===== src/rtl/mio_bus_responder.sv =====
// Responder side of the CPU memory/IO handshake: RAM port, LED/switch/counter registers.
// Optional transaction counter at 0xF000_0008 enabled by defining MIO_PERF_CNT_EN.
module mio_bus_responder #(
    parameter int unsigned RAM_WAIT = 1,
    parameter int unsigned RAM_AW   = 12
) (
    input  logic              clk,
    input  logic              reset_n,
    input  logic              CPU_MIO,
    input  logic              mem_w,
    input  logic [31:0]       addr_bus,
    input  logic [31:0]       cpu_wdata,
    output logic [31:0]       cpu_rdata,
    output logic              MIO_ready,
    output logic              ram_en,
    output logic              ram_we,
    output logic [RAM_AW-1:0] ram_addr,
    output logic [31:0]       ram_wdata,
    input  logic [31:0]       ram_rdata,
    input  logic [15:0]       sw_in,
    output logic [15:0]       led_out,
    output logic              bus_err
);

    localparam int unsigned DW  = 32;
    localparam int unsigned IOW = 16;
    localparam int unsigned CW  = 4;
    localparam int unsigned WAW = 30;

    localparam logic [WAW-1:0] LED_WA  = 30'h3800_0000;
    localparam logic [WAW-1:0] SW_WA   = 30'h3C00_0000;
    localparam logic [WAW-1:0] TICK_WA = 30'h3C00_0001;
`ifdef MIO_PERF_CNT_EN
    localparam logic [WAW-1:0] PERF_WA = 30'h3C00_0002;
`endif

    typedef enum logic [1:0] {
        ST_IDLE      = 2'd0,
        ST_RAM_ISSUE = 2'd1,
        ST_RAM_WAIT  = 2'd2,
        ST_RESP      = 2'd3
    } state_t;

    state_t            state_q, state_d;
    logic [CW-1:0]     wcnt_q, wcnt_d;
    logic              wr_q, wr_d;
    logic              skip_q, skip_d;
    logic [DW-1:0]     rsp_q, rsp_d;
    logic [DW-1:0]     rdata_q, rdata_d;
    logic              ready_q, ready_d;
    logic              ram_en_q, ram_en_d;
    logic              ram_we_q, ram_we_d;
    logic [RAM_AW-1:0] ram_addr_q, ram_addr_d;
    logic [DW-1:0]     ram_wdata_q, ram_wdata_d;
    logic [IOW-1:0]    led_q, led_d;
    logic              err_q, err_d;
    logic [DW-1:0]     tick_q, tick_d;
`ifdef MIO_PERF_CNT_EN
    logic [DW-1:0]     perf_q, perf_d;
`endif

    logic [WAW-1:0] word_c;
    logic           ram_hit_c;
    logic           accept_c;
    logic [DW-1:0]  rd_now_c;
    logic           unused_addr_c;

    assign word_c        = addr_bus[31:2];
    assign ram_hit_c     = (addr_bus[31:RAM_AW+2] == '0);
    assign accept_c      = (state_q == ST_IDLE) && CPU_MIO;
    assign rd_now_c      = skip_q ? rsp_q : ram_rdata;
    assign unused_addr_c = ^addr_bus[1:0];

    // State and datapath registers
    always_ff @(posedge clk or negedge reset_n) begin
        if (!reset_n) begin
            state_q     <= ST_IDLE;
            wcnt_q      <= '0;
            wr_q        <= 1'b0;
            skip_q      <= 1'b0;
            rsp_q       <= '0;
            rdata_q     <= '0;
            ready_q     <= 1'b0;
            ram_en_q    <= 1'b0;
            ram_we_q    <= 1'b0;
            ram_addr_q  <= '0;
            ram_wdata_q <= '0;
            led_q       <= '0;
            err_q       <= 1'b0;
            tick_q      <= '0;
`ifdef MIO_PERF_CNT_EN
            perf_q      <= '0;
`endif
        end else begin
            state_q     <= state_d;
            wcnt_q      <= wcnt_d;
            wr_q        <= wr_d;
            skip_q      <= skip_d;
            rsp_q       <= rsp_d;
            rdata_q     <= rdata_d;
            ready_q     <= ready_d;
            ram_en_q    <= ram_en_d;
            ram_we_q    <= ram_we_d;
            ram_addr_q  <= ram_addr_d;
            ram_wdata_q <= ram_wdata_d;
            led_q       <= led_d;
            err_q       <= err_d;
            tick_q      <= tick_d;
`ifdef MIO_PERF_CNT_EN
            perf_q      <= perf_d;
`endif
        end
    end

    // Peripheral and unmapped accesses take a single pass through RAM_WAIT so
    // every transaction completes via the same counter-driven exit into RESP.
    always_comb begin
        state_d = state_q;
        case (state_q)
            ST_IDLE:      if (CPU_MIO) state_d = ram_hit_c ? ST_RAM_ISSUE : ST_RAM_WAIT;
            ST_RAM_ISSUE: state_d = ST_RAM_WAIT;
            ST_RAM_WAIT:  if (wcnt_q == '0) state_d = ST_RESP;
            ST_RESP:      state_d = ST_IDLE;
            default:      state_d = ST_IDLE;
        endcase
    end

    // Datapath and registered outputs
    always_comb begin
        wcnt_d      = wcnt_q;
        wr_d        = wr_q;
        skip_d      = skip_q;
        rsp_d       = rsp_q;
        rdata_d     = rdata_q;
        ready_d     = 1'b0;
        ram_en_d    = 1'b0;
        ram_we_d    = 1'b0;
        ram_addr_d  = ram_addr_q;
        ram_wdata_d = ram_wdata_q;
        led_d       = led_q;
        err_d       = err_q;
        tick_d      = tick_q + DW'(1);
`ifdef MIO_PERF_CNT_EN
        perf_d      = perf_q + DW'(ready_q);
`endif
        if (accept_c) begin
            wr_d   = mem_w;
            wcnt_d = '0;
            skip_d = !ram_hit_c;
            if (ram_hit_c) begin
                ram_en_d    = 1'b1;
                ram_we_d    = mem_w;
                ram_addr_d  = addr_bus[RAM_AW+1:2];
                ram_wdata_d = cpu_wdata;
            end else begin
                // Counter reads return the value before this cycle's increment.
                case (word_c)
                    LED_WA: begin
                        rsp_d = DW'(led_q);
                        if (mem_w) led_d = cpu_wdata[IOW-1:0];
                    end
                    SW_WA:   rsp_d = DW'(sw_in);
                    TICK_WA: rsp_d = tick_q;
`ifdef MIO_PERF_CNT_EN
                    PERF_WA: begin
                        rsp_d = perf_q;
                        if (mem_w) perf_d = '0;
                    end
`endif
                    default: begin
                        rsp_d = '0;
                        err_d = 1'b1;
                    end
                endcase
            end
        end
        if (state_q == ST_RAM_ISSUE) wcnt_d = CW'(RAM_WAIT);
        if (state_q == ST_RAM_WAIT) begin
            rsp_d  = rd_now_c;
            skip_d = 1'b1;
            if (wcnt_q != '0) begin
                wcnt_d = wcnt_q - CW'(1);
            end else begin
                ready_d = 1'b1;
                if (!wr_q) rdata_d = rd_now_c;
            end
        end
    end

    assign cpu_rdata = rdata_q;
    assign MIO_ready = ready_q;
    assign ram_en    = ram_en_q;
    assign ram_we    = ram_we_q;
    assign ram_addr  = ram_addr_q;
    assign ram_wdata = ram_wdata_q;
    assign led_out   = led_q;
    assign bus_err   = err_q;

endmodule


===== config.mk =====
export PLATFORM = sky130hd
export DESIGN_NAME = mio_bus_responder
export DESIGN_NICKNAME = d
export VERILOG_FILES = /design/src/rtl/mio_bus_responder.sv
export SDC_FILE = /design/constraint.sdc
export NUM_CORES = 1
export LEC_CHECK = 0
export CAP_MARGIN = 15
export CORE_MARGIN = 2
export CORE_UTILIZATION = 30
export DETAILED_ROUTE_END_ITERATION = 6
export GPL_TIMING_DRIVEN = 0
export PLACE_DENSITY = 0.61
export SYNTH_ARGS = -nofsm -noshare
export SYNTH_HDL_FRONTEND = slang
export SYNTH_SLANG_ARGS = --single-unit

===== constraint.sdc =====
create_clock -name clk -period 3.7 [get_ports clk]
set_clock_uncertainty 0.2 [all_clocks]
set_input_delay 0.74 -clock clk [delete_from_list [all_inputs] [get_ports clk]]
set_output_delay 0.74 -clock clk [all_outputs]
set_load 0.01 [all_outputs]

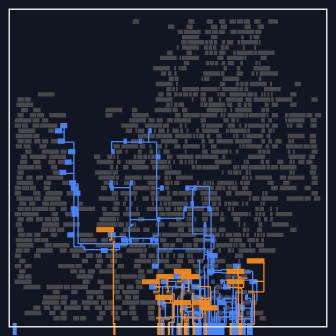
Run 1: port wiring
| color | port | bits | direction | edge | end cells | buffers | wire |
|---|---|---|---|---|---|---|---|
| blue | addr_bus | 32 | input | bottom | 58 | 34 | 1370 um |
| orange | ram_addr | 12 | output | bottom | 12 | 12 | 423 um |
I/O Buffers: 209
I/O pins: 212

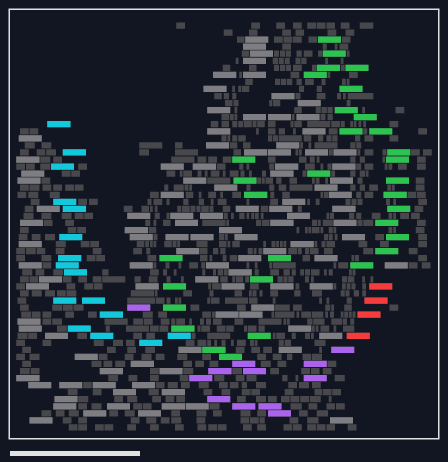
Run 1: sequential cells colored by netlist name
Bar = 50 um. Other sequential cells in the stronger gray, the rest of the logic in the fainter gray.
| color | signal | flops |
|---|---|---|
| green | cpu_rdata | 32 |
| cyan | led_out | 16 |
| purple | ram_addr | 12 |
| red | wcnt_q | 4 |
not colored: 104
Post-Route Utilization: 43.02%
flop share of the area: 38.58%

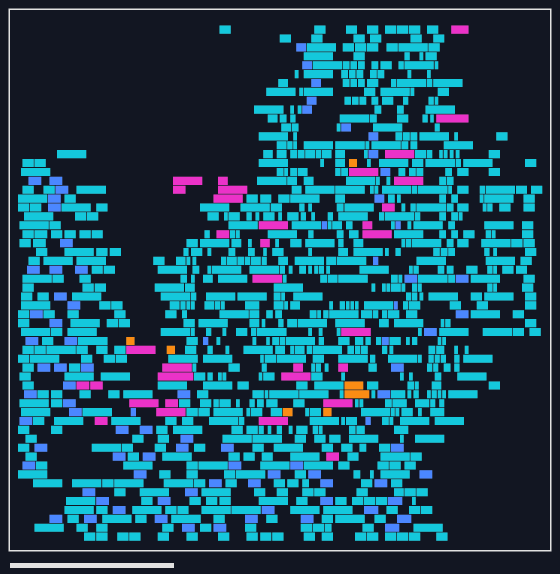
Run 1: drive-strength map
Bar = 50 um.
| color | size | cells |
|---|---|---|
| orange | drive 3 to 4 | 7 |
| cyan | drive 1 or less | 798 |
| magenta | drive 6 and up | 33 |
| blue | drive 2 | 86 |
Final WS setup: 0.5862 ns
synthesis-to-layout area growth: 39.93%
Final Cell Area: 10900 um2

==> impl_metrics.env, run 1 <==
# source this file to load flow results
export IMPL_status="completed"
export IMPL_drtIter0Drc=328
export IMPL_drtPass1Iterations=5
export IMPL_yosys_cells=682
export IMPL_clock_area_share_pct=5.224
export IMPL_mux_area_share_pct=15.58
export IMPL_p_comb_share_pct=33.9
export IMPL_peakVddDrop_mv=0.2738
export IMPL_end_kind="register"
export IMPL_via_per_inst=4.888
export IMPL_die_w_um=165.1
export IMPL_hp_class="primary input to async pin"
export IMPL_cts_tree="done"
export IMPL_r2r_start="state_q[0]$_DFFE_PN0P_"
export IMPL_internal_power_mw=4.141
export IMPL_htree_levels=4
export IMPL_synth_flops=168
export IMPL_endpoint="rsp_q[15]$_DFFE_PN0P_"
export IMPL_p_per_area_nw_per_um2=573.7
export IMPL_fp_util_pct=30.75
export IMPL_routedLengthMet1_um=9771
export IMPL_routed_wl_um=22030
export IMPL_compound_area_share_pct=10.43
export IMPL_fin_nets=1033
export IMPL_grt_pass1_wl_um=34600
export IMPL_instances_no_fill=1255
export IMPL_grt_max_degree=105
export IMPL_synthArstFlopShare_pct=100.0
export IMPL_buffers=251
export IMPL_avgSynthCellArea_um2=11.42
export IMPL_grt_pass1_vias=6201
export IMPL_lay_top_cells="clkdlybuf4s50_1, dfrtp_1, mux2_2"
export IMPL_wl_met3_um=1210
export IMPL_overflow=0
export IMPL_dieArea_um2=27260
export IMPL_clock_sinks=168
export IMPL_xor_area_share_pct=3.374
export IMPL_cts_made_buffers=17
export IMPL_tns_ns=0
export IMPL_dpl_hpwl_um=16600
export IMPL_cts_resized_gates=0
export IMPL_clk_latency_ns=0.42
export IMPL_grt_util_met3_pct=4.171
export IMPL_track_usage_pct=16.58
export IMPL_switching_share_pct=33.76
export IMPL_worst_pin_slew_ns=0.8678
export IMPL_slowest_delay_ns=0.59
export IMPL_required_ns=3.81
export IMPL_final_common_cell="clkdlybuf4s50_1"
export IMPL_yosysTopAreaCellShare_pct=53.98
export IMPL_met2_usage_pct=26.55
export IMPL_drtAntennaViolNets=0
export IMPL_max_freq_ghz=0.3211
export IMPL_syn_inst=682
export IMPL_ff_type="dfrtp_1"
export IMPL_finalSetupViolations=0
export IMPL_tool_warnings=34
export IMPL_wl_per_cell_um=17.56
export IMPL_antenna_found_initial=0
export IMPL_powerSeq_mw=2.38
export IMPL_die_h_um=165.1
export IMPL_reg2reg_slack_ns=0.84
export IMPL_num_multi_input_gates=447
export IMPL_drive_gt1_share_pct=13.64
export IMPL_rsz0062_at_grt="false"
export IMPL_period_minus_slack_ns=3.114
export IMPL_postCtsSetupBuffers=0
export IMPL_crit_buf_inv=3
export IMPL_cp_depth=6
export IMPL_ys_chip_area_um2=7787
export IMPL_logic_area_um2=3281
export IMPL_max_slew_margin_pct=41.61
export IMPL_diodes=1
export IMPL_hold_viol=0
export IMPL_top_layer_used="met4"
export IMPL_fp_nets=804
export IMPL_gp_congestion=0.8422
export IMPL_placed_area_um2=10320
export IMPL_simple_gate_area_share_pct=11.78
export IMPL_fillers=2450
export IMPL_crit_fanout=10
export IMPL_register_area_um2=4204
export IMPL_hold_ws_ns=0.04290
export IMPL_p_leak_nw=4.778
export IMPL_inverters=26
export IMPL_synth_area_um2=7787
export IMPL_p_switching_mw=2.110
export IMPL_grt_busiest_layer="met2"
export IMPL_start_kind="primary input"
export IMPL_cp_top_family="buffers and inverters"
export IMPL_synth_area_leader_cell="dfrtp_1"
export IMPL_taps=330
export IMPL_cts_root_buffer="clkbuf_16"
export IMPL_crit_arrival_ns=3.22
export IMPL_logic_family="multiplexers"
export IMPL_p_clk_mw=1.75
export IMPL_clock_path_buffers=2
export IMPL_cts_hold_buffers=0
export IMPL_core_area_um2=25330
export IMPL_cts_reportedPaths_clkPinSlew_ns=0.07
export IMPL_dp_cells=1222
export IMPL_period_used_pct=84.16
export IMPL_most_common_cell="dfrtp_1"
export IMPL_yosysUniqueCellTypes=43
export IMPL_dp_slack_ns=0.1199
==> run 1 -> run 2 <==
PLACE_DENSITY = 0.63   (was 0.61)
clock period = 2.83 ns   (was 3.7 ns; I/O delays follow)
==> run 2 against run 1 <==
  * Register-to-register slack worse by 0.55 ns
  * Global-route usage is 0.41 points higher
  * Largest cell class unchanged
  * Flip-flop count is the same
==> impl_metrics.env, run 2 <==
# source this file to load flow results
export IMPL_wl_met3_um=1496
export IMPL_reg2reg_slack_ns=0.29
export IMPL_fillers=2358
export IMPL_dp_cells=1222
export IMPL_adder_share_pct=0.9640
export IMPL_r2r_start="state_q[0]$_DFFE_PN0P_"
export IMPL_powerSeq_mw=3.11
export IMPL_sh_comb_area_pct=29.92
export IMPL_slowest_delay_ns=0.51
export IMPL_cts_reportedPaths_clkPinSlew_ns=0.07
export IMPL_finalSetupViolations=0
export IMPL_die_w_um=165.1
export IMPL_period_minus_slack_ns=2.719
export IMPL_fin_nets=1038
export IMPL_cts_root_buffer="clkbuf_16"
export IMPL_xor_area_share_pct=3.374
export IMPL_hold_ws_ns=0.2835
export IMPL_worstSetupPathType="primary input to register"
export IMPL_avgSynthCellArea_um2=11.42
export IMPL_yosys_cells=682
export IMPL_met1_usage_pct=22.16
export IMPL_logic_family="multiplexers"
export IMPL_drtPass1Iterations=4
export IMPL_crit_arrival_ns=2.88
export IMPL_crit_fanout=10
export IMPL_cp_top_family="buffers and inverters"
export IMPL_gp_congestion=0.8199
export IMPL_drtAntennaViolNets=0
export IMPL_p_switching_mw=2.845
export IMPL_yosys_top_cells_area="dfrtp_1, mux2_2, mux2i_1"
export IMPL_synth_area_um2=7787
export IMPL_power_mw=8.298
export IMPL_logic_area_um2=3292
export IMPL_p_leak_nw=4.856
export IMPL_yosysUniqueCellTypes=43
export IMPL_dieArea_um2=27260
export IMPL_netlist_top_cells_count="dfrtp_1, mux2_2, nor2_1, mux2i_1, a21oi_1"
export IMPL_p_comb_share_pct=33.7
export IMPL_grt_pass1_vias=6450
export IMPL_instances_no_fill=1260
export IMPL_crit_start="addr_bus[29]"
export IMPL_yosysSeqAreaShare_pct=53.98
export IMPL_buffer_area_share_pct=21.73
export IMPL_synth_flops=168
export IMPL_ys_chip_area_um2=7787
export IMPL_syn2layout_area_growth_pct=41.28
export IMPL_placed_area_um2=10320
export IMPL_routed_wl_um=22100
export IMPL_yosysTopAreaCellShare_pct=53.98
export IMPL_final_common_cell="clkdlybuf4s50_1"
export IMPL_worst_path_most_repeated_cell="buf_2"
export IMPL_fp_util_pct=30.75
export IMPL_drive_gt1_share_pct=14.75
export IMPL_htree_levels=4
export IMPL_ys_warn_count=0
export IMPL_simple_gate_area_share_pct=11.78
export IMPL_internal_power_mw=5.453
export IMPL_worst_pin_slew_ns=0.8726
export IMPL_clk_latency_ns=0.42
export IMPL_ff_count=168
export IMPL_largestClassByArea="registers"
export IMPL_period_used_pct=96.09
export IMPL_crit_buf_inv=3
export IMPL_start_kind="primary input"
export IMPL_tns_ns=0
export IMPL_synth_area_leader_cell="dfrtp_1"
export IMPL_crit_path_top_delay_cell="or4_1"
export IMPL_num_multi_input_gates=447
export IMPL_max_slew_margin_pct=41.29
export IMPL_cp_depth=7
export IMPL_dr_wl_met2_um=10470
export IMPL_holdPathEnd="tick_q[31]$_DFF_PN0_"
export IMPL_rsz0062_at_grt="false"
export IMPL_hold_viol=0
export IMPL_crit_chain="clkdlybuf4s50_1 > or4_1 > buf_2 > nor2_2 > a22o_1 > buf_2 > a221o_1"
export IMPL_drc_errors=0
export IMPL_tool_warnings=31
export IMPL_clock_area_share_pct=5.470
export IMPL_synthArstFlopShare_pct=100.0
export IMPL_pin_count=212
export IMPL_diodes=1
export IMPL_syn_inst=682
export IMPL_met2_usage_pct=26.97
export IMPL_fp_nets=804
export IMPL_ff_type="dfrtp_1"
export IMPL_core_area_um2=25330
export IMPL_edf_count=0
export IMPL_pwr_share_clk_pct=28.8
export IMPL_end_kind="register"
export IMPL_antenna_found_initial=1
export IMPL_postCtsSetupBuffers=3
export IMPL_lay_top_cells="clkdlybuf4s50_1, dfrtp_1, mux2_2"
export IMPL_grt_max_degree=92
export IMPL_via_per_inst=4.812
export IMPL_holdPathStages=1
export IMPL_clock_path_buffers=2
export IMPL_grt_busiest_layer="met2"
export IMPL_port_buffers=209
export IMPL_dpl_hpwl_um=16660
export IMPL_endpoint="rsp_q[0]$_DFFE_PN0P_"
export IMPL_cts_hold_buffers=1
export IMPL_drv_slew=0
export IMPL_hp_start="tick_q[31]$_DFF_PN0_"
export IMPL_cts_made_buffers=17
export IMPL_hp_class="register to register"
export IMPL_taps=330
export IMPL_compound_area_share_pct=10.43
export IMPL_grt_pass1_wl_um=35540
export IMPL_rr_worst_depth=8
export IMPL_power_leader="sequential cells"
export IMPL_inverters=26
export IMPL_grt_util_met3_pct=5.095
export IMPL_clock_sinks=168
export IMPL_buffers=256
export IMPL_dp_slack_ns=-0.5062
export IMPL_regToRegEndpoint="rsp_q[8]$_DFFE_PN0P_"
export IMPL_p_per_area_nw_per_um2=754.2
export IMPL_overflow=0
export IMPL_most_common_cell="dfrtp_1"
export IMPL_switching_share_pct=34.29
export IMPL_drtIter0Drc=305
export IMPL_mux_area_share_pct=15.58
export IMPL_max_freq_ghz=0.3677
export IMPL_die_h_um=165.1
export IMPL_cts_resized_gates=2
export IMPL_required_ns=2.99
export IMPL_peakVddDrop_mv=0.4145
export IMPL_stdcell_area_um2=11000
export IMPL_powerComb_mw=2.80
export IMPL_top_layer_used="met4"
export IMPL_setup_ws_ns=0.1106
export IMPL_status="completed"
export IMPL_core_rowCount=58
export IMPL_cts_tree="done"
export IMPL_routedLengthMet1_um=9672
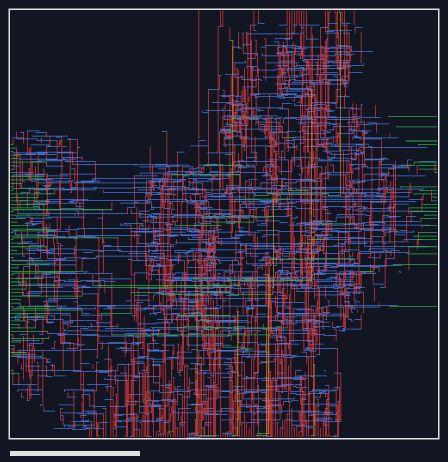
Run 2: routed metal, one color a layer
Bar = 50 um.
| color | layer | wire length |
|---|---|---|
| blue | met1 | 9670 um |
| red | met2 | 10500 um |
| orange | met4 | 468 um |
| green | met3 | 1500 um |
DR WL/cell: 17.54 um
gr usage total: 16.99%

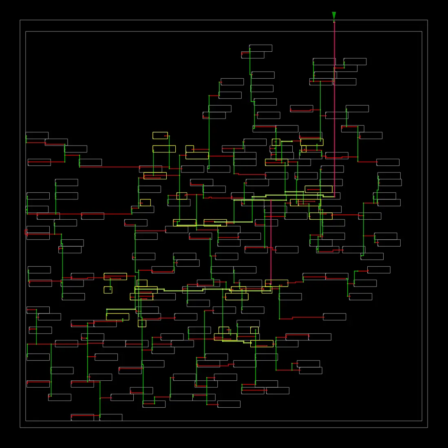
Run 2: clock wiring as the flow saved it
clkbuf count: 17
Power Clock: 2.39 mW

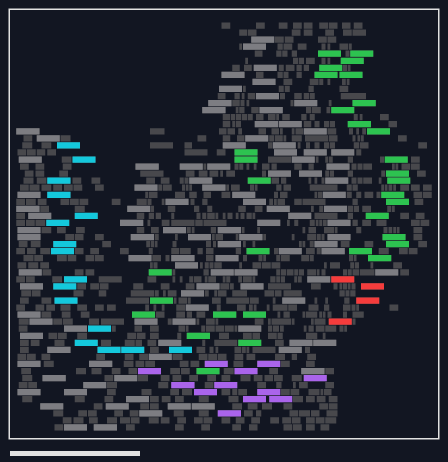
Run 2: sequential cells colored by netlist name
Bar = 50 um. Other sequential cells in the stronger gray, the rest of the logic in the fainter gray.
| color | signal | flops |
|---|---|---|
| purple | ram_addr | 12 |
| green | cpu_rdata | 32 |
| cyan | led_out | 16 |
| red | wcnt_q | 4 |
not colored: 104
flop share of the area: 38.21%
Post-Route Utilization: 43.44%
FF/Latch Area: 4204 um2

==> run 2 -> run 3 <==
CTS_CLUSTER_DIAMETER = 40   (was unset)
GPL_ROUTABILITY_DRIVEN = 0   (was unset)
clock period = 2.4 ns   (was 2.83 ns; I/O delays follow)
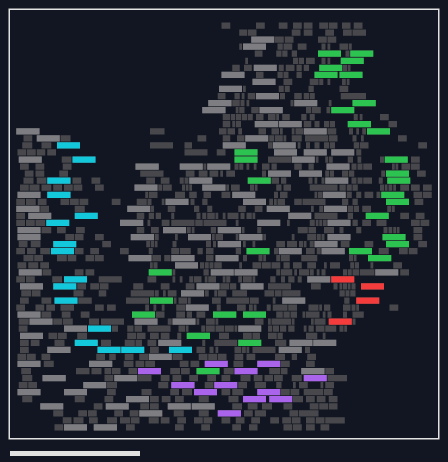
Run 3: sequential cells colored by netlist name
Bar = 50 um. Other sequential cells in the stronger gray, the rest of the logic in the fainter gray.
| color | signal | flops |
|---|---|---|
| cyan | led_out | 16 |
| red | wcnt_q | 4 |
| purple | ram_addr | 12 |
| green | cpu_rdata | 32 |

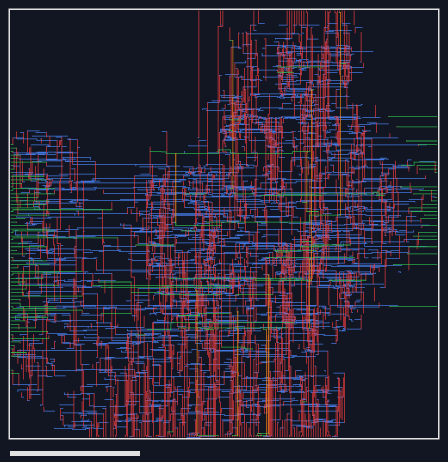
Run 3: routed metal, one color a layer
Bar = 50 um.
| color | layer | wire length |
|---|---|---|
| green | met3 | 1670 um |
| blue | met1 | 9620 um |
| red | met2 | 10700 um |
| orange | met4 | 490 um |

==> run 3 against run 2 <==
  * Via count is 2.0% higher
  * Critical path depth is 1 higher
  * Wire length is 1.7% higher
  * Synthesized cell count stayed put
  * Power is 19% higher
  * Setup slack worse by 0.080 ns
  * Final cell count is 0.71% higher
  * Critical path type unchanged
  * First-iteration DRC count is 0.33% lower
  * Area after synthesis stayed put
  * Die size stayed put
  * Count of clock-buffer cells in the layout stayed put
  * Largest power group unchanged
==> impl_metrics.env, run 3 <==
# source this file to load flow results
export IMPL_num_multi_input_gates=447
export IMPL_required_ns=2.51
export IMPL_hold_ws_ns=0.2844
export IMPL_syn2layout_area_growth_pct=44.41
export IMPL_crit_arrival_ns=2.48
export IMPL_yosys_cells=682
export IMPL_clock_area_share_pct=5.352
export IMPL_inverters=26
export IMPL_grt_pass1_vias=6460
export IMPL_die_h_um=165.1
export IMPL_period_used_pct=98.73
export IMPL_sh_comb_area_pct=30.10
export IMPL_yosysUniqueCellTypes=43
export IMPL_antenna_found_initial=1
export IMPL_tool_warnings=32
export IMPL_drtAntennaViolNets=0
export IMPL_synth_flops=168
export IMPL_fp_nets=804
export IMPL_ys_warn_count=0
export IMPL_setup_ws_ns=0.03060
export IMPL_taps=330
export IMPL_crit_chain="clkdlybuf4s50_1 > nor4_4 > nand4_4 > nor3_4 > buf_4 > buf_12 > buf_6 > mux2_2"
export IMPL_p_leak_nw=5.003
export IMPL_diodes=1
export IMPL_drv_slew=0
export IMPL_status="completed"
export IMPL_htree_levels=4
export IMPL_cp_top_family="buffers and inverters"
export IMPL_rr_worst_depth=9
export IMPL_dp_cells=1222
export IMPL_synthArstFlopShare_pct=100.0
export IMPL_clock_sinks=168
export IMPL_most_common_cell="dfrtp_1"
export IMPL_lay_top_cells="clkdlybuf4s50_1, dfrtp_1, mux2_2"
export IMPL_yosysSeqAreaShare_pct=53.98
export IMPL_finalSetupViolations=0
export IMPL_peakVddDrop_mv=0.4888
export IMPL_compound_area_share_pct=10.43
export IMPL_dr_wl_met2_um=10690
export IMPL_netlist_top_cells_count="dfrtp_1, mux2_2, nor2_1, mux2i_1, a21oi_1"
export IMPL_cts_hold_buffers=1
export IMPL_power_leader="sequential cells"
export IMPL_avgSynthCellArea_um2=11.42
export IMPL_slowest_delay_ns=0.45
export IMPL_ys_chip_area_um2=7787
export IMPL_track_usage_pct=17.07
export IMPL_synth_area_leader_cell="dfrtp_1"
export IMPL_drtIter0Drc=304
export IMPL_crit_start="addr_bus[22]"
export IMPL_mux_area_share_pct=15.58
export IMPL_p_comb_share_pct=34.2
export IMPL_edf_count=0
export IMPL_routedLengthMet1_um=9623
export IMPL_ff_count=168
export IMPL_largestClassByArea="registers"
export IMPL_final_common_cell="clkdlybuf4s50_1"
export IMPL_max_freq_ghz=0.4220
export IMPL_switching_share_pct=34.26
export IMPL_regToRegEndpoint="ram_addr[8]$_DFFE_PN0P_"
export IMPL_stdcell_area_um2=11250
export IMPL_buffers=265
export IMPL_simple_gate_area_share_pct=11.78
export IMPL_yosysTopAreaCellShare_pct=53.98
export IMPL_grt_util_met3_pct=5.220
export IMPL_start_kind="primary input"
export IMPL_grt_busiest_layer="met2"
export IMPL_holdPathEnd="tick_q[27]$_DFF_PN0_"
export IMPL_seq_area_share_pct=37.38
export IMPL_p_switching_mw=3.376
export IMPL_cts_tree="done"
export IMPL_hp_class="register to register"
export IMPL_fp_util_pct=30.75
export IMPL_pin_count=212
export IMPL_logic_area_um2=3385
export IMPL_hp_start="tick_q[27]$_DFF_PN0_"
export IMPL_drive_gt1_share_pct=18.23
export IMPL_dpl_hpwl_um=16660
export IMPL_clock_path_buffers=2
export IMPL_reg2reg_slack_ns=0.09
export IMPL_syn_inst=682
export IMPL_cts_reportedPaths_clkPinSlew_ns=0.07
export IMPL_placed_area_um2=10320
export IMPL_yosys_top_cells_area="dfrtp_1, mux2_2, mux2i_1"
export IMPL_synth_area_um2=7787
export IMPL_max_slew_margin_pct=52.56
export IMPL_drtPass1Iterations=5
export IMPL_fillers=2339
export IMPL_cts_root_buffer="clkbuf_16"
export IMPL_cts_resized_gates=23
export IMPL_top_layer_used="met4"
export IMPL_wl_per_cell_um=17.71
export IMPL_via_per_inst=4.875
export IMPL_wl_met3_um=1670
export IMPL_port_buffers=209
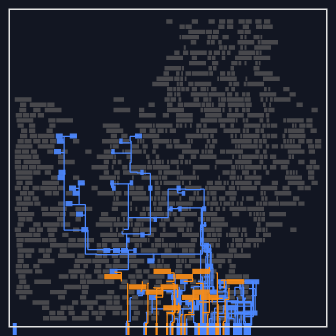
Run 3: port wiring
| color | port | bits | direction | edge | end cells | buffers | wire |
|---|---|---|---|---|---|---|---|
| orange | ram_addr | 12 | output | bottom | 12 | 12 | 344 um |
| blue | addr_bus | 32 | input | bottom | 58 | 34 | 1470 um |

Power and IR drop assume default switching activity.
